--- config.mk ---
export PLATFORM = sky130hd
export DESIGN_NAME = imem_loader
export DESIGN_NICKNAME = d
export VERILOG_FILES = /design/src/rtl/imem_loader.sv
export SDC_FILE = /design/constraint.sdc
export NUM_CORES = 1
export LEC_CHECK = 0
export ABC_AREA = 1
export CAP_MARGIN = 20
export CORE_ASPECT_RATIO = 0.6
export CORE_MARGIN = 1.5
export CORE_UTILIZATION = 45
export DETAILED_ROUTE_END_ITERATION = 8
export GPL_ROUTABILITY_DRIVEN = 0
export PLACE_DENSITY = 0.64
export SETUP_SLACK_MARGIN = 0.05
export SYNTH_ARGS = -nofsm -noshare
export SYNTH_HDL_FRONTEND = slang
export SYNTH_SLANG_ARGS = --single-unit
--- constraint.sdc ---
create_clock -name clk -period 6.29 [get_ports clk]
set_input_delay 1.258 -clock clk [delete_from_list [all_inputs] [get_ports clk]]
set_output_delay 1.258 -clock clk [all_outputs]
set_load 0.1 [all_outputs]
--- src/rtl/imem_loader.sv ---
// Serial program loader: turns a UART byte stream (LE length, then LE words)
// into one instruction-memory write per word at auto-incrementing addresses.
module imem_loader #(
    parameter int ADDR_W  = 14,
    parameter int TIMEOUT = 1000000
) (
    input  logic              clk,
    input  logic              rst,
    input  logic              start_i,
    input  logic              rx_valid_i,
    input  logic [7:0]        rx_data_i,
    output logic              we_o,
    output logic [ADDR_W-1:0] waddr_o,
    output logic [31:0]       wdata_o,
    output logic              busy_o,
    output logic              done_o,
    output logic              error_o,
    output logic [ADDR_W:0]   word_count_o
);

    localparam int TO_W = $clog2(TIMEOUT + 1);

    typedef enum logic [2:0] {
        S_IDLE,
        S_LEN,
        S_DATA,
        S_LAST,
        S_DONE,
        S_ERR
    } state_t;

    state_t            state_q;
    logic [31:0]       len_q;
    logic [23:0]       asm_q;
    logic [1:0]        byte_idx_q;
    logic [TO_W-1:0]   to_cnt_q;

    // The 4th byte of a word/length goes straight into the result, so only
    // the first three bytes need storage.
    logic [31:0]       word_d;
    logic [ADDR_W:0]   count_d;
    logic              to_expire;
    logic              last_word;
    logic              oversize;

    assign word_d    = {rx_data_i, asm_q};
    assign count_d   = word_count_o + 1'b1;
    assign to_expire = (to_cnt_q == TO_W'(TIMEOUT - 2));
    assign last_word = (32'(count_d) == len_q);
    assign oversize  = ({1'b0, word_d} > (33'd1 << ADDR_W));

    always_ff @(posedge clk or posedge rst) begin
        if (rst) begin
            state_q      <= S_IDLE;
            len_q        <= '0;
            asm_q        <= '0;
            byte_idx_q   <= '0;
            to_cnt_q     <= '0;
            we_o         <= 1'b0;
            waddr_o      <= '0;
            wdata_o      <= '0;
            busy_o       <= 1'b0;
            done_o       <= 1'b0;
            error_o      <= 1'b0;
            word_count_o <= '0;
        end else begin
            we_o   <= 1'b0;
            done_o <= 1'b0;
            case (state_q)
                S_IDLE, S_ERR: begin
                    if (start_i) begin
                        state_q      <= S_LEN;
                        busy_o       <= 1'b1;
                        error_o      <= 1'b0;
                        word_count_o <= '0;
                        byte_idx_q   <= '0;
                        to_cnt_q     <= '0;
                    end
                end
                S_LEN, S_DATA: begin
                    if (rx_valid_i) begin
                        to_cnt_q   <= '0;
                        byte_idx_q <= byte_idx_q + 2'd1;
                        case (byte_idx_q)
                            2'd0:    asm_q[7:0]   <= rx_data_i;
                            2'd1:    asm_q[15:8]  <= rx_data_i;
                            2'd2:    asm_q[23:16] <= rx_data_i;
                            default: ;
                        endcase
                        if (byte_idx_q == 2'd3) begin
                            if (state_q == S_LEN) begin
                                len_q <= word_d;
                                if (oversize) begin
                                    state_q <= S_ERR;
                                    error_o <= 1'b1;
                                    busy_o  <= 1'b0;
                                end else if (word_d == 32'd0) begin
                                    state_q <= S_DONE;
                                    done_o  <= 1'b1;
                                    busy_o  <= 1'b0;
                                end else begin
                                    state_q <= S_DATA;
                                end
                            end else begin
                                we_o         <= 1'b1;
                                waddr_o      <= word_count_o[ADDR_W-1:0];
                                wdata_o      <= word_d;
                                word_count_o <= count_d;
                                if (last_word) begin
                                    state_q <= S_LAST;
                                end
                            end
                        end
                    end else if (to_expire) begin
                        // Partial word is dropped; a new start resets the index anyway.
                        state_q    <= S_ERR;
                        error_o    <= 1'b1;
                        busy_o     <= 1'b0;
                        byte_idx_q <= '0;
                    end else begin
                        to_cnt_q <= to_cnt_q + 1'b1;
                    end
                end
                S_LAST: begin
                    state_q <= S_DONE;
                    done_o  <= 1'b1;
                    busy_o  <= 1'b0;
                end
                S_DONE: begin
                    state_q <= S_IDLE;
                end
                default: begin
                    state_q <= S_IDLE;
                end
            endcase
        end
    end

endmodule

==> deck_impl_summary.md, run 1 <==
Key Metrics from the Run

Layout
  • Share of layout cells above drive strength 1: 0.06659
  • Most frequent cells in the layout: nand2_1, dfrtp_1, o21ai_0, inv_1, clkdlybuf4s50_1
  • Number of fill cells in the layout: 1,355

STA
  • Setup violators final: 0
  • Final TNS setup: 0 ps
  • RSZ-0062 raised after global routing: false

Critical path
  • Critical path, cell by cell: clkdlybuf4s50_1
  • Startpoint types: register
  • Worst-path fanout max: 8
  • R2R Setup Slk: 3850 ps

Status
  • Status: complete, no violations

Routing
  • # DRC: 0

Logic synthesis
  • Yosys reg bits: roughly 150
  • Post-synthesis cell type count: 38
  • Yosys cell count: 828

GRT
  • First-pass GRT wire length: between 20 and 30 mm
  • GRT overflow: 0

Placement
  • Dpl hpwl: about 13 mm

Power and ir drop
  • Total power: approximately 3.2 mW
  • P per Cell Area: 381.5 nW/um2

Clock tree
  • CTS sink cnt: 146
-- run 1: through the flow --
step,hold WS [ps],instance area [um2]
floorplan,441.9,6860
global placement,460.9,7792
detailed placement,470.8,7792
CTS,487.9,8359
global route,503.6,8359
finish,485.9,8359
-- run 1: sequential cells by signal, indices dropped and copies added (netlist names) --
name and flops:
busy_o 1, asm_q 24, done_o 1, error_o 1, len_q 32, wdata_o 32, waddr_o 14, to_cnt_q 20
word_count_o 15, state_q 3, we_o 1, byte_idx_q 2
-- run 1: tightest hold or removal path, cell delays in order (launching register included) --
cell and delay, ps:
dfrtp_1 350, nand2_1 60, nand2_1 50
-- run 1: Yosys cell counts --
cell type and number:
o21ai_1 8, nand3_2 1, inv_2 1, nor2_1 57, or2_0 1, a21oi_1 5, dfrtp_1 146, nor4_1 7
o21a_1 2, nor4_2 1, nor2_2 4, buf_1 1, nor3_2 1, nand3_1 43, o21ai_0 108, nand3b_1 6
a31oi_1 3, ha_1 7, buf_6 1, nand2_4 2, a21oi_2 1, o21bai_1 2, buf_2 5, xor2_1 13
nand2_1 238, o32ai_1 2, buf_4 1, o22ai_1 9, nor2_4 7, xnor2_1 3, clkbuf_1 15, a21o_1 1
nor3_1 8, inv_4 2, nand2_2 5, nand4_1 17, o31ai_1 2, inv_1 92
-- run 1: metal layers --
layer | wire (um) | up-vias | GRT usage
met2 | 6942 | 254 | 0.3123
met4 | 144 | 0 | 0.05222
met3 | 1548 | 11 | 0.06439
met5 | 0 | - | 0
met1 | 9032 | 2808 | 0.3748
li1 | - | 2845 | -
-- run 1: worst paths after layout --
path                       cells past startpoint               to
max in group asynchronous                      3         len_q[4]
setup reg to reg                               9      wdata_o[18]
setup / recovery                               1  word_count_o[0]
hold reg to reg                                2       waddr_o[1]
min in group asynchronous                      2       waddr_o[4]
hold / removal                                 2       waddr_o[1]
-- run 1: power by group --
part	total (mW)	internal, mW	leakage [nW]	switching [mW]
Combinational	0.928	0.266	1.50	0.663
Clock	0.984	0.527	0.284	0.458
Sequential	1.28	1.13	1.99	0.147
Total	3.19	1.92	3.77	1.27
-- run 1: cells by family after synthesis --
group	after synthesis
and+or+nand+nor	398
DFF	146
AOI/OAI and AO/OA	143
buffers and inverters	118
xor gates and xnor gates	16
adders and majority gates	7
-- run 1: layout make-up --
cell class	instances	area, um2	share of cell area
multi-input combinational	564	2741	0.3279
clock inverter	15	141.4	0.01691
sequential	146	3654	0.4371
inverter	95	366.6	0.04386
tap	198	247.7	0.02964
timing repair buffer	79	783.3	0.09370
clock buffer	17	425.4	0.05089
**Run 1: metal 3**

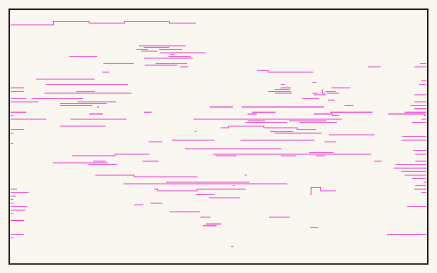
wire length on this layer: 1,550 um
nets with wire on the layer: 129
final wirelength: 17.67 mm
met3 Use GR: 0.06439
Vias: 5,918

**Run 1: placement density heat map**

16 x 10 tiles, from white (low) to dark blue (high), 0 to 100% covered.
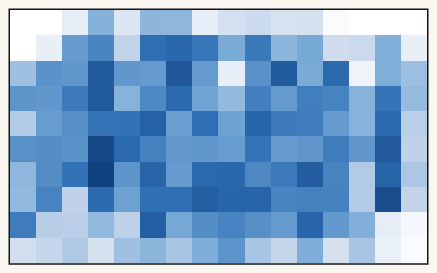
mean over tiles: 51%
nearly empty tiles: 3.7%
emptiest ninth of the die: top right
core area: 14,680 um2
FP Core Util: 0.4674
Final Util: 0.5696

**Run 1: clock distribution**

Bar = 50 um.
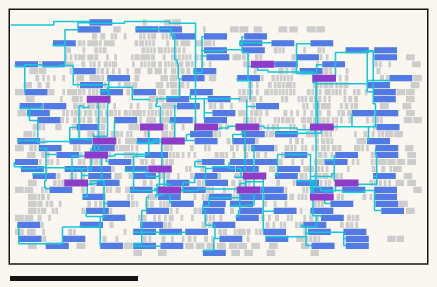
[blue] flip-flops | count: 146
[purple] clock drivers | count: 17
[cyan] clock wires | length: 1,920 um
flops lie: spread over the die
Max Clock Skew: 12.45 ps
Clk Latency, worst-skew pair: 430 ps
Clock power frac: 0.309
P_clk: 0.984 mW

--- run 2 (diff from run 1) ---
- clock period: 6.29 -> 3.3 ns (I/O delays scaled with it)
==> run 2 against run 1 <==
Net effect: worst setup slack worse by 1900 ps; sequential cell count unchanged; global-route usage increased by 0.56 points; hold slack got worse by 8.3 ps; synthesized cell count stayed put; clock-buffer cell count grew 1; combinational power is 91% higher; critical path depth rose by 15; critical endpoint is now state_q[0].
==> deck_impl_summary.md, run 2 <==
Key Metrics from the Run

Status
  • Status: complete, no violations

STA
  • Final TNS setup: 0 ps
  • Setup violators final: 0
  • Hold WS: between 400 and 500 ps
  • RSZ-0062 raised after global routing: false

Logic synthesis
  • Top cells by count: nand2_1, dfrtp_1, o21ai_0, inv_1, nor2_1
  • Yosys reg bits: approximately 150
  • Yosys top cell by instances: nand2_1
  • Ys async rst share: 1.000
  • Yosys cell count: just over 800
  • Post-synthesis cell type count: 38
  • Main synth FF type: dfrtp_1
  • Number of enable flip-flop cells: 0

Power and ir drop
  • Total power: 6.402 mW
  • Sequential share of power: 0.381
  • P per Cell Area: 767.8 nW/um2
  • Clock power frac: 0.342
  • Combinational power share: 0.277
  • NetSw: between 2 and 2.5 mW
  • Int Power: 4.025 mW

Layout
  • Most frequent cells in the layout: nand2_1, dfrtp_1, o21ai_0, inv_1, buf_4
  • Top Registers: len_q (32), wdata_o (32), asm_q (24)
  • Number of fill cells in the layout: approximately 1,300

Critical path
  • Startpoint types: register
  • Worst-path fanout max: 8
  • Critical path, cell by cell: ha_1 > nand2_2 > nor2_4 > nand2_1 > nand2_1 > nand2_1 > nand2_1 > nand2_1 > nor2_1 > nand2_1 > nor2_1 > nand3_1 > nand2_2 > nand2_2 > nand2_1 > nand2_1
  • Crit path capture type: register

Routing
  • Vias: between 5,000 and 6,000
  • Final wirelength: ~18 mm
  • # DRC: 0
  • WL/cell: 16.37 um

Floorplanning
  • FP Core Util: 0.4674
  • Core area: 14,680 um2

Placement
  • Dpl hpwl: between 10 and 15 mm

GRT
  • GRT overflow: 0
  • First-pass GRT wire length: roughly 30 mm

Clock tree
  • CTS sink cnt: ~150
==> run 2: netlist changes by cell type in the layout (fill, tap and decap cells not counted), sizes merged, moves of 2 or more <==
cell,change
buf,+66
bufinv,+5
clkdlybuf4s50,-65
clkinv,-2
clkinvlp,+4
inv,-8
==> run 2: cells by family (layout without fill, tap and decap cells) <==
| kind of cell | count (synthesis) | in the layout | synth area share |
|---|---|---|---|
| compound gates | 143 | 143 | 0.1107 |
| xor+xnor | 16 | 16 | 0.02043 |
| fa+ha+maj | 7 | 7 | 0.01277 |
| buf+inv | 118 | 207 | 0.06784 |
| flops | 146 | 146 | 0.5326 |
| simple gates | 398 | 398 | 0.2557 |
==> run 2: area by class of cell <==
type,count,area (um2),area share
multi-input cells,564,2741,0.3288
well taps,198,247.7,0.02971
repair buffers,80,665.6,0.07983
clock buffers,18,439.2,0.05267
flip-flops and latches,146,3654,0.4382
clock inverters,14,225.2,0.02701
inverters,95,365.4,0.04382
==> run 2: power groups by stage <==
stage | Combinational, mW | Clock [mW] | Sequential (mW)
CTS | 1.77 | 2.21 | 2.43
floorplan | 1.07 | 0 | 2.61
global route | 1.98 | 2.30 | 2.48
global placement | 1.72 | 0 | 2.44
finish | 1.77 | 2.19 | 2.44
detailed placement | 1.75 | 0 | 2.46
==> run 2: final timing paths <==
| check | start | end | slack (ps) | depth (start not counted) |
|---|---|---|---|---|
| min in group asynchronous | rst | waddr_o[2] | 770 | 3 |
| max | word_count_o[0] | state_q[0] | 900 | 16 |
| min reg2reg | state_q[2] | state_q[2] | 480 | 2 |
| max in group asynchronous | rst | byte_idx_q[0] | 1890 | 3 |
| max reg2reg | word_count_o[0] | state_q[0] | 900 | 16 |
| min | state_q[2] | state_q[2] | 480 | 2 |
==> run 2: per-stage QoR <==
step	utilization	cell area, um2	setup WS, ps
after floorplan	-	6864	735.7
after global placement	0.5228	7674	595.0
after detailed placement	0.5228	7674	515.4
after CTS	0.5681	8338	937.0
after global routing	0.5681	8338	679.1
final	0.5681	8338	897.1
==> run 2: worst register-to-register path, stage by stage, from the launching register on <==
cell     delay, ps
dfrtp_1        560
ha_1           280
nand2_2        100
nor2_4         200
nand2_1        100
nand2_1         90
nand2_1         50
nand2_1         50
nand2_1         50
nor2_1          80
nand2_1         70
nor2_1         140
nand3_1        170
nand2_2        130
nand2_2         70
nand2_1         80
nand2_1         60
==> run 2: metal layers <==
layer | vias to the layer above | wire (um) | GRT usage
li1 | 2837 | - | -
met1 | 2855 | 9379 | 0.3758
met2 | 219 | 7323 | 0.3274
met3 | 24 | 1315 | 0.05598
met4 | 0 | 229 | 0.07339
met5 | - | 0 | 0
**Run 2: placement density heat map**

16 x 10 tiles, from white (low) to dark blue (high), 0 to 100% covered.
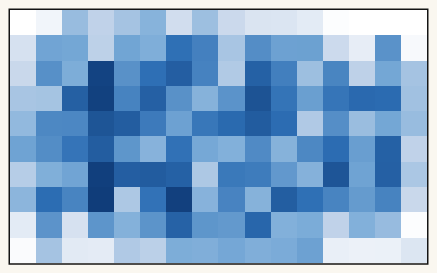
nearly empty tiles: 3.7%
fullest tile: 95%
mean over tiles: 51%
emptiest ninth of the die: top right
tiles over 75% full: 18%

Power and IR drop assume default switching activity.
